**Run 1: cell classes on the final placement**

Drawn at 4 px/µm. Fill, decap, tap and diode cells in grey.
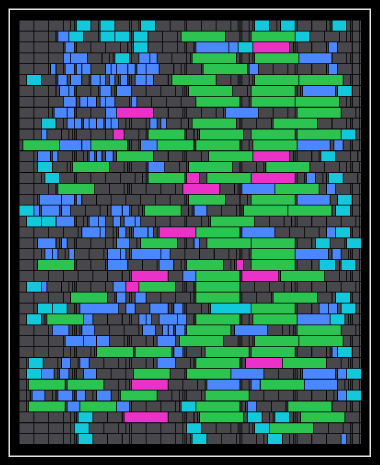
**Run 1: routed clock nets over the placement**

Drawn at 3 px/µm.
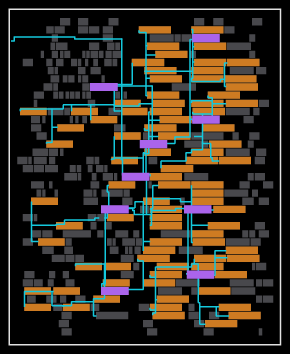
**Run 1: wiring by layer**

Drawn at 4 px/µm.
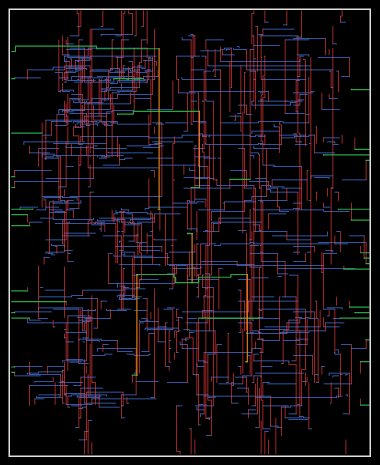
===== config.mk =====
export PLATFORM = sky130hd
export DESIGN_NAME = adc_channel_sequencer
export DESIGN_NICKNAME = d
export VERILOG_FILES = /design/src/rtl/adc_channel_sequencer.sv
export SDC_FILE = /design/constraint.sdc
export NUM_CORES = 1
export LEC_CHECK = 0
export CAP_MARGIN = 20
export CELL_PAD_IN_SITES_DETAIL_PLACEMENT = 0
export CELL_PAD_IN_SITES_GLOBAL_PLACEMENT = 2
export CORE_ASPECT_RATIO = 1.25
export CORE_MARGIN = 2
export CORE_UTILIZATION = 41
export DETAILED_ROUTE_END_ITERATION = 8
export GPL_TIMING_DRIVEN = 1
export PLACE_DENSITY_LB_ADDON = 0.08
export RECOVER_POWER = 25
export SYNTH_ARGS = -nofsm -noshare
export SYNTH_HDL_FRONTEND = slang
export SYNTH_SLANG_ARGS = --single-unit

===== constraint.sdc =====
create_clock -name clock -period 5.45 [get_ports clock]
set_input_delay 1.3625 -clock clock [delete_from_list [all_inputs] [get_ports clock]]
set_output_delay 1.3625 -clock clock [all_outputs]
set_load 0.005 [all_outputs]

===== src/rtl/adc_channel_sequencer.sv =====
// Round-robin channel sequencer for an LTC2308 interface block, delivering channel-tagged samples
// through a first-word-fall-through FIFO. Define ADC_SEQ_TIMESTAMP_EN to add out_timestamp.
module adc_channel_sequencer #(
    parameter int unsigned FIFO_DEPTH = 4,
    parameter int unsigned OVR_W      = 8
) (
    input  logic             clock,
    input  logic             reset,
    input  logic             enable,
    input  logic [7:0]       channel_mask,
    output logic             adc_start,
    output logic [3:0]       adc_channel,
    input  logic             adc_ready,
    input  logic [11:0]      adc_data,
    output logic             out_valid,
    input  logic             out_ready,
    output logic [2:0]       out_channel,
    output logic [11:0]      out_data,
`ifdef ADC_SEQ_TIMESTAMP_EN
    output logic [15:0]      out_timestamp,
`endif
    output logic [OVR_W-1:0] overrun_count,
    output logic             busy
);

    localparam int unsigned PtrW = (FIFO_DEPTH > 1) ? $clog2(FIFO_DEPTH) : 1;
    localparam int unsigned CntW = PtrW + 1;
`ifdef ADC_SEQ_TIMESTAMP_EN
    localparam int unsigned EntryW = 31;
`else
    localparam int unsigned EntryW = 15;
`endif

    typedef enum logic [1:0] {StIdle, StPrime, StRun} state_t;

    state_t            state;
    logic [2:0]        chan_q;
    logic [2:0]        pending_ch;
    logic              stop;

    logic [EntryW-1:0] mem [FIFO_DEPTH];
    logic [PtrW-1:0]   wr_q;
    logic [PtrW-1:0]   rd_q;
    logic [CntW-1:0]   count_q;
    logic [OVR_W-1:0]  ovr_q;
    logic              push;
    logic              pop;
    logic              full;
    logic              accept;
    logic              drop;
    logic [EntryW-1:0] push_entry;
    logic [EntryW-1:0] head;

    // Lowest set bit of m above c, wrapping to the lowest set bit; c = 7 yields the lowest.
    function automatic logic [2:0] next_ch(input logic [2:0] c, input logic [7:0] m);
        logic [2:0] lo;
        logic [2:0] hi;
        logic       hi_found;
        lo       = 3'd0;
        hi       = 3'd0;
        hi_found = 1'b0;
        for (int i = 7; i >= 0; i--) begin
            if (m[i]) begin
                lo = 3'(i);
                if (i > int'(c)) begin
                    hi       = 3'(i);
                    hi_found = 1'b1;
                end
            end
        end
        return hi_found ? hi : lo;
    endfunction

    assign stop        = !enable || (channel_mask == 8'h00);
    assign adc_channel = {1'b0, chan_q};
    assign busy        = (state != StIdle);

    // Channel only moves on leaving idle or right after a ready pulse, never mid config window.
    always_ff @(posedge clock or posedge reset) begin
        if (reset) begin
            state      <= StIdle;
            adc_start  <= 1'b0;
            chan_q     <= 3'd0;
            pending_ch <= 3'd0;
        end else begin
            unique case (state)
                StIdle: begin
                    if (!stop) begin
                        chan_q    <= next_ch(3'd7, channel_mask);
                        adc_start <= 1'b1;
                        state     <= StPrime;
                    end
                end
                StPrime, StRun: begin
                    if (adc_ready) begin
                        pending_ch <= chan_q;
                        chan_q     <= next_ch(chan_q, channel_mask);
                        if (stop) begin
                            adc_start <= 1'b0;
                            state     <= StIdle;
                        end else begin
                            state <= StRun;
                        end
                    end
                end
                default: state <= StIdle;
            endcase
        end
    end

`ifdef ADC_SEQ_TIMESTAMP_EN
    logic [15:0] frame_q;

    always_ff @(posedge clock or posedge reset) begin
        if (reset) begin
            frame_q <= 16'd0;
        end else if (state == StIdle && !stop) begin
            frame_q <= 16'd0;
        end else if (adc_ready) begin
            frame_q <= frame_q + 16'd1;
        end
    end

    assign push_entry    = {frame_q, pending_ch, adc_data};
    assign out_timestamp = out_valid ? head[30:15] : 16'd0;
`else
    assign push_entry = {pending_ch, adc_data};
`endif

    // The priming sample belongs to a stale config and is never queued.
    assign push      = (state == StRun) && adc_ready;
    assign out_valid = (count_q != '0);
    assign pop       = out_valid && out_ready;
    assign full      = (count_q == CntW'(FIFO_DEPTH));
    assign accept    = push && (!full || pop);
    assign drop      = push && full && !pop;

    assign head        = mem[rd_q];
    assign out_channel = out_valid ? head[14:12] : 3'd0;
    assign out_data    = out_valid ? head[11:0] : 12'd0;
    assign overrun_count = ovr_q;

    always_ff @(posedge clock) begin
        if (accept) begin
            mem[wr_q] <= push_entry;
        end
    end

    always_ff @(posedge clock or posedge reset) begin
        if (reset) begin
            wr_q    <= '0;
            rd_q    <= '0;
            count_q <= '0;
            ovr_q   <= '0;
        end else begin
            if (accept) begin
                wr_q <= wr_q + PtrW'(1);
            end
            if (pop) begin
                rd_q <= rd_q + PtrW'(1);
            end
            unique case ({accept, pop})
                2'b10:   count_q <= count_q + CntW'(1);
                2'b01:   count_q <= count_q - CntW'(1);
                default: count_q <= count_q;
            endcase
            if (drop && (ovr_q != '1)) begin
                ovr_q <= ovr_q + OVR_W'(1);
            end
        end
    end

endmodule

==> run_results.csv, run 1 <==
group,metric,value,unit
logic_synthesis,synthAoiAreaFrac,6.852,%
floorplan,fp_util,41.65,%
power_and_ir_drop,clkPwrFrac,27.1,%
layout,clkbuf_count,9,
logic_synthesis,synth-xor-area-share,3.012,%
drt,vias_per_cell,4.982,
clocking,clkSlewWorstSetupHoldPaths,0.06,ns
layout,logic_area,1292,µm²
logic_synthesis,flop_cell,"edfxtp_1",
clocking,cts-htree-levels,3,
global_route,use_met1,16.18,%
critical_path,reg2reg_slack,3.02,ns
layout,flop-count,84,
layout,diodes,0,
layout,lay_top_cells,"edfxtp_1 (60), clkdlybuf4s50_1 (43), dfrtp_1 (24)",
clocking,cts_hold_buf,0,
outcome,status,"finished, final reports clean",
floorplan,die_w,89.88,µm
critical_path,arrival,2.16,ns
logic_synthesis,ys_ff,84,
floorplan,nWellTaps,123,
layout,num-multi-input-gates,145,
logic_synthesis,synth-edff-count,60,
drt,routed_wl,6476,µm
logic_synthesis,synth_seq_share,63.56,%
layout,drive_above_1_share,14.74,%
sta,slew_violations,0,
drt,first_pass_iters,4,
global_route,grt_usage,14.00,%
floorplan,chip_area,10010,µm²
layout,nets,343,
min_path,hp-start,"adc_start",
critical_path,critical_path.startpoint_type,"register",
sta,hold_viol,0,
place,post_dp_cell_area,4439,µm²
critical_path,critPathMaxFanout,16,
logic_synthesis,common_cells,"edfxtp_1 (60), dfrtp_1 (24), nor2b_1 (22)",
logic_synthesis,fa_ha_area_share,3.509,%
global_route,grt_max_degree,25,
power_and_ir_drop,finalPower,0.002334,W
power_and_ir_drop,p_seq_share,38.6,%
critical_path,r2r_start,"state[0]",
job,maxCapViolations,0,
min_path,min_path_cells,1,
drt,ant_nets,0,
## Picture notes: 'cell classes on the final placement'
Key: cyan = remaining buffers and delay cells [cells 55]; green = registers [cells 84]; magenta = clock drivers and dummy loads [cells 15]; blue = remaining logic cells [cells 158]
Core ar.: 9076 µm²
fraction of area in registers: 50.24%
final instance area: 4782 µm²

## Picture notes: 'routed clock nets over the placement'
Key: purple = clock-net drivers [count 9]; cyan = clock wires [length 937 µm]; orange = flip-flops [count 84]
There are 10 routed clock nets.
Clock net power: 0.000632 W
clock skew: 0.005451 ns
clk_lat worst skew: 0.33 ns

## Picture notes: 'wiring by layer'
Key: red = M2 [wire length 3320 µm]; green = M3 [wire length 233 µm]; blue = M1 [wire length 2800 µm]; orange = M4 [wire length 118 µm]

-- run 1: power by group through the flow --
stage / registers (W) / clock network, W / logic [W]
2_1_floorplan: 0.000846 / 0 / 0.000529
3_3_place_gp: 0.000948 / 0 / 0.000754
3_5_place_dp: 0.000948 / 0 / 0.000761
6_report: 0.000900 / 0.000632 / 0.000801
4_1_cts: 0.000936 / 0.000647 / 0.000766
5_1_grt: 0.000922 / 0.000674 / 0.000899
-- run 1: flip-flops by register name, summed over array words and instances (netlist names) --
signal	flops
mem	60
overrun_count	8
chan_q	3
count_q	3
pending_ch	3
rd_q	2
state	2
wr_q	2
adc_start	1
-- run 1: worst max-delay path, stage by stage, from the launching register on --
cell and delay (ns):
dfrtp_1 0.80, mux4_2 0.41, nor2b_1 0.14, clkdlybuf4s50_1 0.47
**Run 1: congestion heat map**

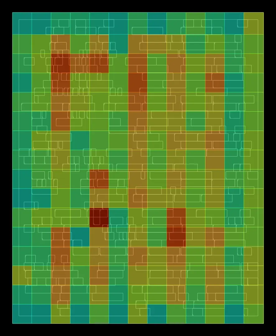

## Run 2: what changed since run 1
- CORE_UTILIZATION: 41 -> 38
- clock period: 5.45 -> 3.3 ns (I/O delays scaled with it)
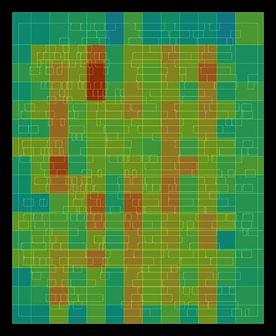
**Above:** run 2 (congestion heat map).
most used routing layer: met2
GR Layer Usage met1: 17.40%

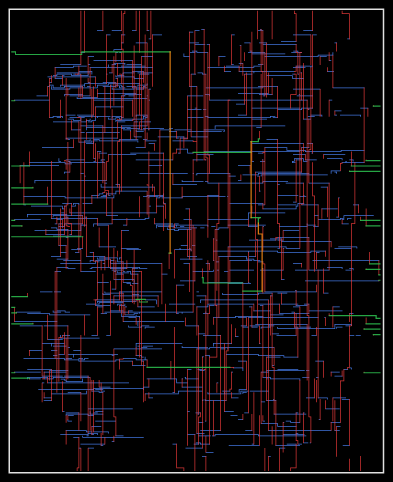
**Above:** run 2 (wiring by layer).
Drawn at 4 px/µm.
Key: blue = M1 [wire length 2960 µm]; orange = M4 [wire length 87.3 µm]; green = M3 [wire length 220 µm]; red = M2 [wire length 3410 µm]
routed wire length: 6671 µm
wire per inst: 14.96 µm

==> run 2 against run 1 <==
- design area up 1.0%
- die area up 7.6%
- sequential share of layout area down 0.51 points
- flip-flop count unchanged
- synthesized area unchanged
- sequential power up 61%
- clock skew up 0.0031 ns
- critical path type unchanged
- critical endpoint is now out_channel[2]
- largest power group unchanged
- highest routed layer unchanged
==> run_results.csv, run 2 <==
group,metric,value,unit
global_route,grt_usage,13.80,%
sta,hold_viol,0,
clocking,clkSlewWorstSetupHoldPaths,0.06,ns
sta,finClkSkew,0.008559,ns
clocking,cts-htree-levels,3,
floorplan,chip_area,10770,µm²
logic_synthesis,synthDistinctLibCells,48,
critical_path,crit_family,"buffers and inverters",
power_and_ir_drop,clk-power,0.00103,W
outcome,status,"finished, final reports clean",
critical_path,worstPathCellList,"buf_4 > mux4_2 > nor2b_1 > clkdlybuf4s50_1",
floorplan,fp_util,39.13,%
critical_path,r2r_start,"state[1]",
layout,drive_above_1_share,15.63,%
layout,diodes,0,
critical_path,critPathBufInv,2,
power_and_ir_drop,p_seq_share,37.8,%
logic_synthesis,synth_seq_share,63.56,%
power_and_ir_drop,clkPwrFrac,26.9,%
critical_path,endpoint,"out_channel[2]",
power_and_ir_drop,finalPower,0.003832,W
min_path,min_path_cells,1,
critical_path,cp_num_cells,4,
drt,first_pass_iters,4,
place,routabilityCongestion,0.7734,
layout,largest_register_ffs,60,
critical_path,cp_slowest_cell,"mux4_2",
drt,drt_iter0_drc,106,
critical_path,slowest_delay,0.55,ns
job,maxCapViolations,0,
sta,slew_violations,0,
layout,nets,350,
power_and_ir_drop,p_seq,0.00145,W
layout,lay_top_cells,"edfxtp_1 (60), clkdlybuf4s50_1 (48), dfrtp_1 (24)",
critical_path,reg2reg_slack,1.27,ns
logic_synthesis,common_cells,"edfxtp_1 (60), dfrtp_1 (24), nor2b_1 (22)",
critical_path,arrival,2.17,ns
clocking,cts_hold_buf,0,
drt,ant_nets,0,
clocking,cts_sinks,84,
global_route,grt_max_degree,25,
layout,stdcell_area,4831,µm²
critical_path,critPathMaxFanout,15,
min_path,hp-start,"rd_q[1]",
power_and_ir_drop,pg_comb,0.00135,W
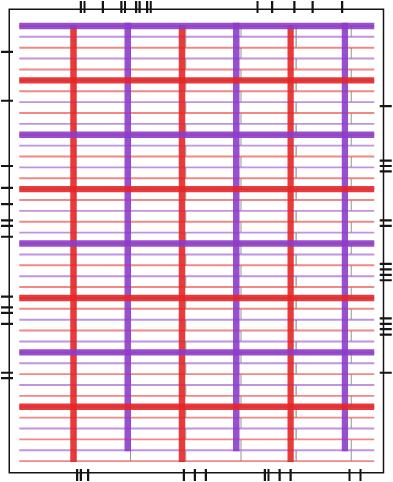
**Above:** run 2 (supply network).
Drawn at 4 px/µm. Pins as bars on the die edge. Tap cells in grey.
Key: red = VSS; purple = VDD
41 met1 rails follow the rows. 8 straps on met5. The core has 40 rows. 126 tap cells. 6 straps on met4.
Die X: 93.21 µm
Max VDD drop: 0.3528 mV
Core ar.: 9659 µm²

==> run 2: cell counts after synthesis <==
Identical to the previous run, type by type.
==> run 2: kinds of logic (layout without fill, tap and decap cells) <==
logic type      count (synthesis)  in the layout  synth area share, %
mux                            21             21                10.76
fa+ha+maj                      10             10                3.509
flops                          84             84                63.56
buf+inv                        22             91                2.383
xor+xnor                       13             13                3.012
compound gates                 37             37                6.852
simple gates                   63             63                9.831
other cells                     1              1              0.09921
==> run 2: cell type report <==
| cell class | count | area, µm² |
|---|---|---|
| clock inverter | 4 | 73.82 |
| fill | 848 | 4828 |
| tap | 126 | 157.7 |
| inverter | 13 | 48.80 |
| multi-input combinational | 145 | 1292 |
| sequential | 84 | 2402 |
| timing repair buffer | 62 | 619.3 |
| clock buffer | 12 | 236.5 |
## Run 3: what changed since run 2
- GPL_TIMING_DRIVEN: 1 -> unset
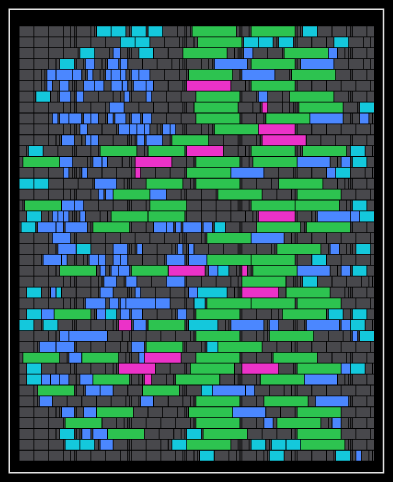
**Above:** run 3 (cell classes on the final placement).
Drawn at 4 px/µm. Fill, decap, tap and diode cells in grey.
Key: cyan = remaining buffers and delay cells [cells 62]; green = registers [cells 84]; blue = remaining logic cells [cells 158]; magenta = clock drivers and dummy loads [cells 16]

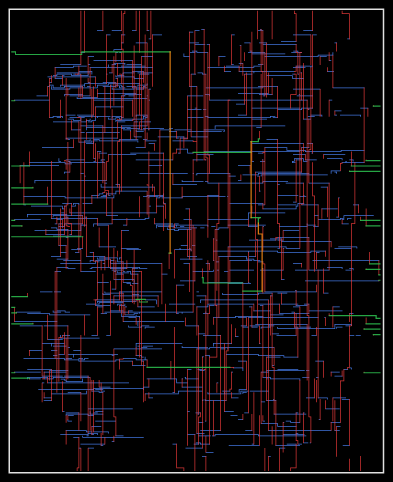
**Above:** run 3 (wiring by layer).
Drawn at 4 px/µm.
Key: green = M3 [wire length 220 µm]; red = M2 [wire length 3410 µm]; orange = M4 [wire length 87.3 µm]; blue = M1 [wire length 2960 µm]

==> run 3 against run 2 <==
- critical path depth unchanged
- wire length is the same
- total power is the same
- global-route usage unchanged
- flip-flop count stayed put
- non-clock buffer count unchanged
- worst hold slack unchanged
- core utilization stayed put
- sequential power about the same
- synthesized cell count is the same
- combinational power barely moved
- first-iteration DRC count stayed put
- largest cell class unchanged
==> run_results.csv, run 3 <==
group,metric,value,unit
outcome,status,"finished, final reports clean",
floorplan,nWellTaps,126,
floorplan,fp_util,39.13,%
layout,clkbuf_count,12,
clocking,cts-htree-levels,3,
critical_path,reg2reg_slack,1.27,ns
layout,buffers,62,
logic_synthesis,synth_seq_share,63.56,%
global_route,grt_max_degree,25,
drt,vias_per_cell,4.852,
place,post_dp_cell_area,4524,µm²
layout,clock_area_share,6.423,%
floorplan,chip_area,10770,µm²
layout,num-multi-input-gates,145,
critical_path,cp_slowest_cell,"mux4_2",
drt,drt_iter0_drc,106,
critical_path,cp_num_cells,4,
drt,first_pass_iters,4,
layout,fillers,848,
sta,slew_violations,0,
logic_synthesis,common_cells,"edfxtp_1 (60), dfrtp_1 (24), nor2b_1 (22)",
layout,largest_register_ffs,60,
floorplan,die_w,93.21,µm
critical_path,worstPathCellList,"buf_4 > mux4_2 > nor2b_1 > clkdlybuf4s50_1",
sta,finClkSkew,0.008559,ns
global_route,use_met1,17.40,%
drt,ant_nets,0,
power_and_ir_drop,max-vdd-ir-drop,0.3528,mV
power_and_ir_drop,p_seq,0.00145,W
logic_synthesis,synth-edff-count,60,
layout,drive_above_1_share,15.63,%
critical_path,critPathMaxFanout,15,
layout,nonClkBufAreaFrac,12.82,%
layout,n_all_inverters,13,
logic_synthesis,flop_cell,"edfxtp_1",
critical_path,endpoint,"out_channel[2]",
sta,hold_viol,0,
layout,regArea,2402,µm²
clocking,cts_hold_buf,0,
job,maxCapViolations,0,
critical_path,arrival,2.17,ns
min_path,hp-start,"rd_q[1]",
logic_synthesis,synthDistinctLibCells,48,
power_and_ir_drop,clk-power,0.00103,W
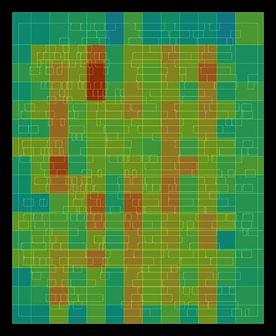
**Above:** run 3 (congestion heat map).
final core utilization: 50.01%
met3 GRT Util: 3.771%
gr usage total: 13.80%
met2 GRT Util: 22.66%

-- run 3: cell counts after synthesis --
No cell type changed its count.
-- run 3: stage by stage --
step	power [W]	worst slack (ns)	hold WS (ns)	utilization [%]	cells
floorplan	0.002271	0.9833	0.4709	-	251
global placement	0.002852	0.4343	0.4621	46.84	430
detailed placement	0.002852	0.4606	0.4760	46.84	430
CTS	0.003900	0.2513	0.4847	50.05	446
global route	0.004102	0.1772	0.5091	50.01	446
finish	0.003832	0.3014	0.4785	50.01	446
-- run 3: cell families after synthesis --
family / after synthesis / synth area share [%]
XOR/XNOR: 13 / 3.012
multiplexers: 21 / 10.76
buffers and inverters: 22 / 2.383
flip-flops: 84 / 63.56
adder cells (fa/ha/maj): 10 / 3.509
AND/OR/NAND/NOR: 63 / 9.831
other: 1 / 0.09921
AND-OR/OR-AND: 37 / 6.852
Power is estimated from default activity; no workload was simulated.
